### src/rtl/flipflop_req_gen_if.sv
// flipflop_req_gen_if: raw request inputs and cleaned request outputs of flipflop_req_gen
//   set_raw_i / clr_raw_i     raw asynchronous set/clear requests (master drives)
//   set_pulse_o / clr_pulse_o one-cycle set/clear request pulses (slave drives)
//   set_lvl_o / clr_lvl_o     debounced levels of the raw inputs (slave drives)
interface flipflop_req_gen_if;
    logic set_raw_i;
    logic clr_raw_i;
    logic set_pulse_o;
    logic clr_pulse_o;
    logic set_lvl_o;
    logic clr_lvl_o;
    modport master (output set_raw_i, clr_raw_i, input set_pulse_o, clr_pulse_o, set_lvl_o, clr_lvl_o);
    modport slave (input set_raw_i, clr_raw_i, output set_pulse_o, clr_pulse_o, set_lvl_o, clr_lvl_o);
endinterface

### src/rtl/flipflop_req_gen.sv
// flipflop_req_gen: synchronizes, debounces and rise-detects two raw inputs into exclusive set/clear pulses
//   clk  system clock, rising edge
//   rst  synchronous active-high reset
//   bus  slave side: set_raw_i/clr_raw_i in; set_pulse_o/clr_pulse_o/set_lvl_o/clr_lvl_o out
module flipflop_req_gen #(
    parameter int DB_CYCLES    = 4,
    parameter int CNT_W        = 3,
    parameter int PRIORITY_SET = 1
) (
    input  logic                clk,
    input  logic                rst,
    flipflop_req_gen_if.slave   bus
);
    // Channel index 0 is set, 1 is clear.
    logic [1:0]       raw, s1_q, s2_q, lvl_q, lvl_d, rise, go;
    logic [1:0]       pulse_q, pulse_d, pend_q, pend_d;
    logic [CNT_W-1:0] cnt_q [2];
    logic [CNT_W-1:0] cnt_d [2];
    logic [1:0]       done;
    assign raw = {bus.clr_raw_i, bus.set_raw_i};
    always_comb begin
        for (int c = 0; c < 2; c++) begin
            done[c]  = (s2_q[c] != lvl_q[c]) && (cnt_q[c] == CNT_W'(DB_CYCLES - 1));
            cnt_d[c] = (s2_q[c] == lvl_q[c] || done[c]) ? '0 : cnt_q[c] + CNT_W'(1);
            lvl_d[c] = done[c] ? s2_q[c] : lvl_q[c];
            rise[c]  = done[c] & s2_q[c];
        end
        // A deferred request competes like a fresh one; the loser of a collision is parked in pend.
        go         = rise | pend_q;
        pulse_d[0] = go[0] & ((PRIORITY_SET != 0) | ~go[1]);
        pulse_d[1] = go[1] & ((PRIORITY_SET == 0) | ~go[0]);
        pend_d     = go & ~pulse_d;
    end
    always_ff @(posedge clk) begin
        if (rst) begin
            s1_q    <= '0;
            s2_q    <= '0;
            lvl_q   <= '0;
            pulse_q <= '0;
            pend_q  <= '0;
            for (int c = 0; c < 2; c++) cnt_q[c] <= '0;
        end else begin
            s1_q    <= raw;
            s2_q    <= s1_q;
            lvl_q   <= lvl_d;
            pulse_q <= pulse_d;
            pend_q  <= pend_d;
            for (int c = 0; c < 2; c++) cnt_q[c] <= cnt_d[c];
        end
    end
    assign bus.set_pulse_o = pulse_q[0];
    assign bus.clr_pulse_o = pulse_q[1];
    assign bus.set_lvl_o   = lvl_q[0];
    assign bus.clr_lvl_o   = lvl_q[1];
endmodule

### src/flat_wrapper.sv
// flat-port wrapper written by rule: the top's interface ports become plain ports
module flipflop_req_gen_flat 
#(
    parameter int DB_CYCLES    = 4,
    parameter int CNT_W        = 3,
    parameter int PRIORITY_SET = 1
)
  (clk, rst, bus_set_raw_i, bus_clr_raw_i, bus_set_pulse_o, bus_clr_pulse_o, bus_set_lvl_o, bus_clr_lvl_o);
  flipflop_req_gen_if bus_i ();
  input  logic clk;
  input  logic rst;
  input wire logic [$bits(bus_i.set_raw_i)-1:0] bus_set_raw_i;
  input wire logic [$bits(bus_i.clr_raw_i)-1:0] bus_clr_raw_i;
  output wire logic [$bits(bus_i.set_pulse_o)-1:0] bus_set_pulse_o;
  output wire logic [$bits(bus_i.clr_pulse_o)-1:0] bus_clr_pulse_o;
  output wire logic [$bits(bus_i.set_lvl_o)-1:0] bus_set_lvl_o;
  output wire logic [$bits(bus_i.clr_lvl_o)-1:0] bus_clr_lvl_o;
  assign bus_i.set_raw_i = bus_set_raw_i;
  assign bus_i.clr_raw_i = bus_clr_raw_i;
  assign bus_set_pulse_o = bus_i.set_pulse_o;
  assign bus_clr_pulse_o = bus_i.clr_pulse_o;
  assign bus_set_lvl_o = bus_i.set_lvl_o;
  assign bus_clr_lvl_o = bus_i.clr_lvl_o;
  flipflop_req_gen #(.DB_CYCLES(DB_CYCLES), .CNT_W(CNT_W), .PRIORITY_SET(PRIORITY_SET)) u_core (.clk(clk), .rst(rst), .bus(bus_i));
endmodule
### config.mk
export PLATFORM = sky130hd
export DESIGN_NAME = flipflop_req_gen_flat
export DESIGN_NICKNAME = d
export VERILOG_FILES = /design/src/rtl/flipflop_req_gen_if.sv /design/src/rtl/flipflop_req_gen.sv /design/src/flat_wrapper.sv
export SDC_FILE = /design/constraint.sdc
export NUM_CORES = 1
export LEC_CHECK = 0
export ABC_AREA = 0
export CAP_MARGIN = 30
export CORE_AREA = 3 3 40 42
export DETAILED_ROUTE_END_ITERATION = 16
export DIE_AREA = 0 0 43 45
export DONT_BUFFER_PORTS = 1
export GPL_ROUTABILITY_DRIVEN = 0
export HOLD_SLACK_MARGIN = 0.12
export PLACE_DENSITY = 0.52
export SLEW_MARGIN = 0
export SYNTH_ARGS = -nofsm -noshare
export SYNTH_HDL_FRONTEND = slang
export SYNTH_SLANG_ARGS = --single-unit
### constraint.sdc
create_clock -name clk -period 3.1 [get_ports clk]
set_clock_uncertainty 0.1 [all_clocks]
set_input_delay 0.62 -clock clk [delete_from_list [all_inputs] [get_ports clk]]
set_output_delay 0.62 -clock clk [all_outputs]
set_load 0.01 [all_outputs]
Figure 1. Where the registers sit.
Other sequential cells in the stronger gray, the rest of the logic in the fainter gray.
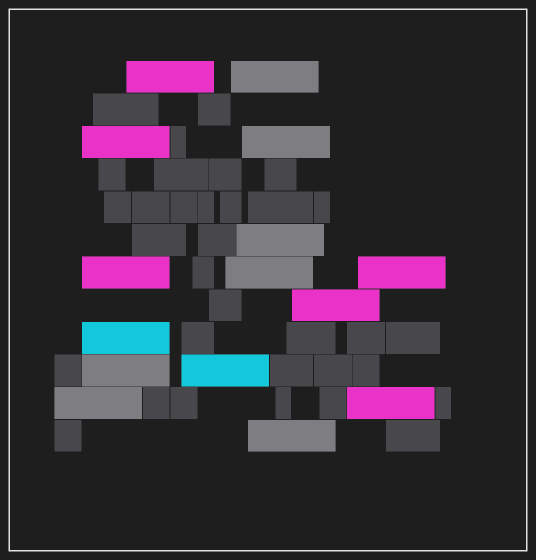
name in the netlist	color	placed flops
u_core.s2_q	cyan	2
u_core.cnt_q	magenta	6
not colored	7

Figure 2. Drive-strength map.
Bar = 10 µm.
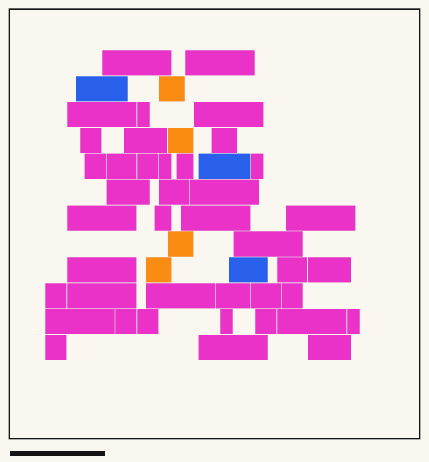
size	color	cells	share
_2 cells	blue	3	6.3%
_3 and _4 cells	orange	4	8.3%
_0 and _1 cells	magenta	41	85%
Signal buffers: 0
post-route worst setup slack: 1590 ps
fin area: 578 µm²
Syn-to-layout area delta: 8.20%

Figure 3. Clock distribution.
Bar = 10 µm.
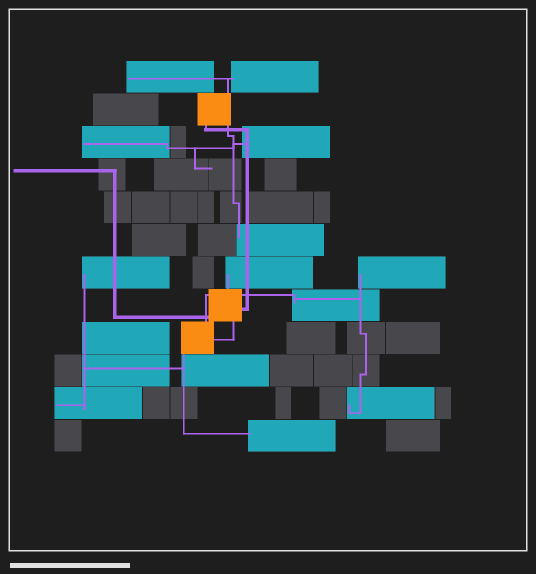
[clock drivers] orange | count: 3
[flip-flops] cyan | count: 15
[clock wires] purple | length: 166 µm
routed clock nets	4
clock power share: 35.6%
clk latency late pin: 280 ps

==> results.sh <==
# yosys + openroad results
export IMPL_lay_top_count="dfxtp_1"
export IMPL_finalSetupTns_ps=0
export IMPL_yosys_area_top_type="dfxtp_1"
export IMPL_crit_start="u_core.lvl_q[0]"
export IMPL_htree_levels=1
export IMPL_cts_tree="built"
export IMPL_cts_hold_buf=0
export IMPL_largest_class="sequential cells"
export IMPL_yosys_top_cells_area="dfxtp_1 56%, ha_1 9.4%, nor2b_1 4.7%"
export IMPL_drt_iter0_drc=1
export IMPL_logic_gate_count=26
export IMPL_logic_area_um2=218
export IMPL_slew_headroom_pct=79.2
export IMPL_ys_types=19
export IMPL_wl_um=704
export IMPL_edf_count=0
export IMPL_ir_drop_uv=313
export IMPL_finalNetCount=57
export IMPL_hold_violations=0
export IMPL_cap_violations=0
export IMPL_grt_usage_pct=9.31
export IMPL_drive_gt1_share_pct=14.6
export IMPL_p_comb_uw=4.29
export IMPL_grtUsageMet2_pct=15.9
export IMPL_cts_sinks=15
export IMPL_yosysWarnings=0
export IMPL_drcViolationCount=0
export IMPL_post_cts_buffers=0
export IMPL_comb_power_share_pct=1.4
export IMPL_min_from="rst"
export IMPL_tool_warnings=26
export IMPL_numCtsBuffers=3
export IMPL_worst_pin_slew_ps=310
export IMPL_routedWlPerCell_um=11.2
export IMPL_grt_pass1_wl_mm=1.27
export IMPL_io_buffer_count=0
export IMPL_switching_power_uw=65.9
export IMPL_ys_sh_xor_pct=3.28
export IMPL_overflow=0
export IMPL_powerDensity_mw_per_mm2=542
export IMPL_setup_viol=0
export IMPL_total_power_uw=313
export IMPL_taps=15
export IMPL_outcome="complete, no violations"
Power is estimated from default activity; no workload was simulated.
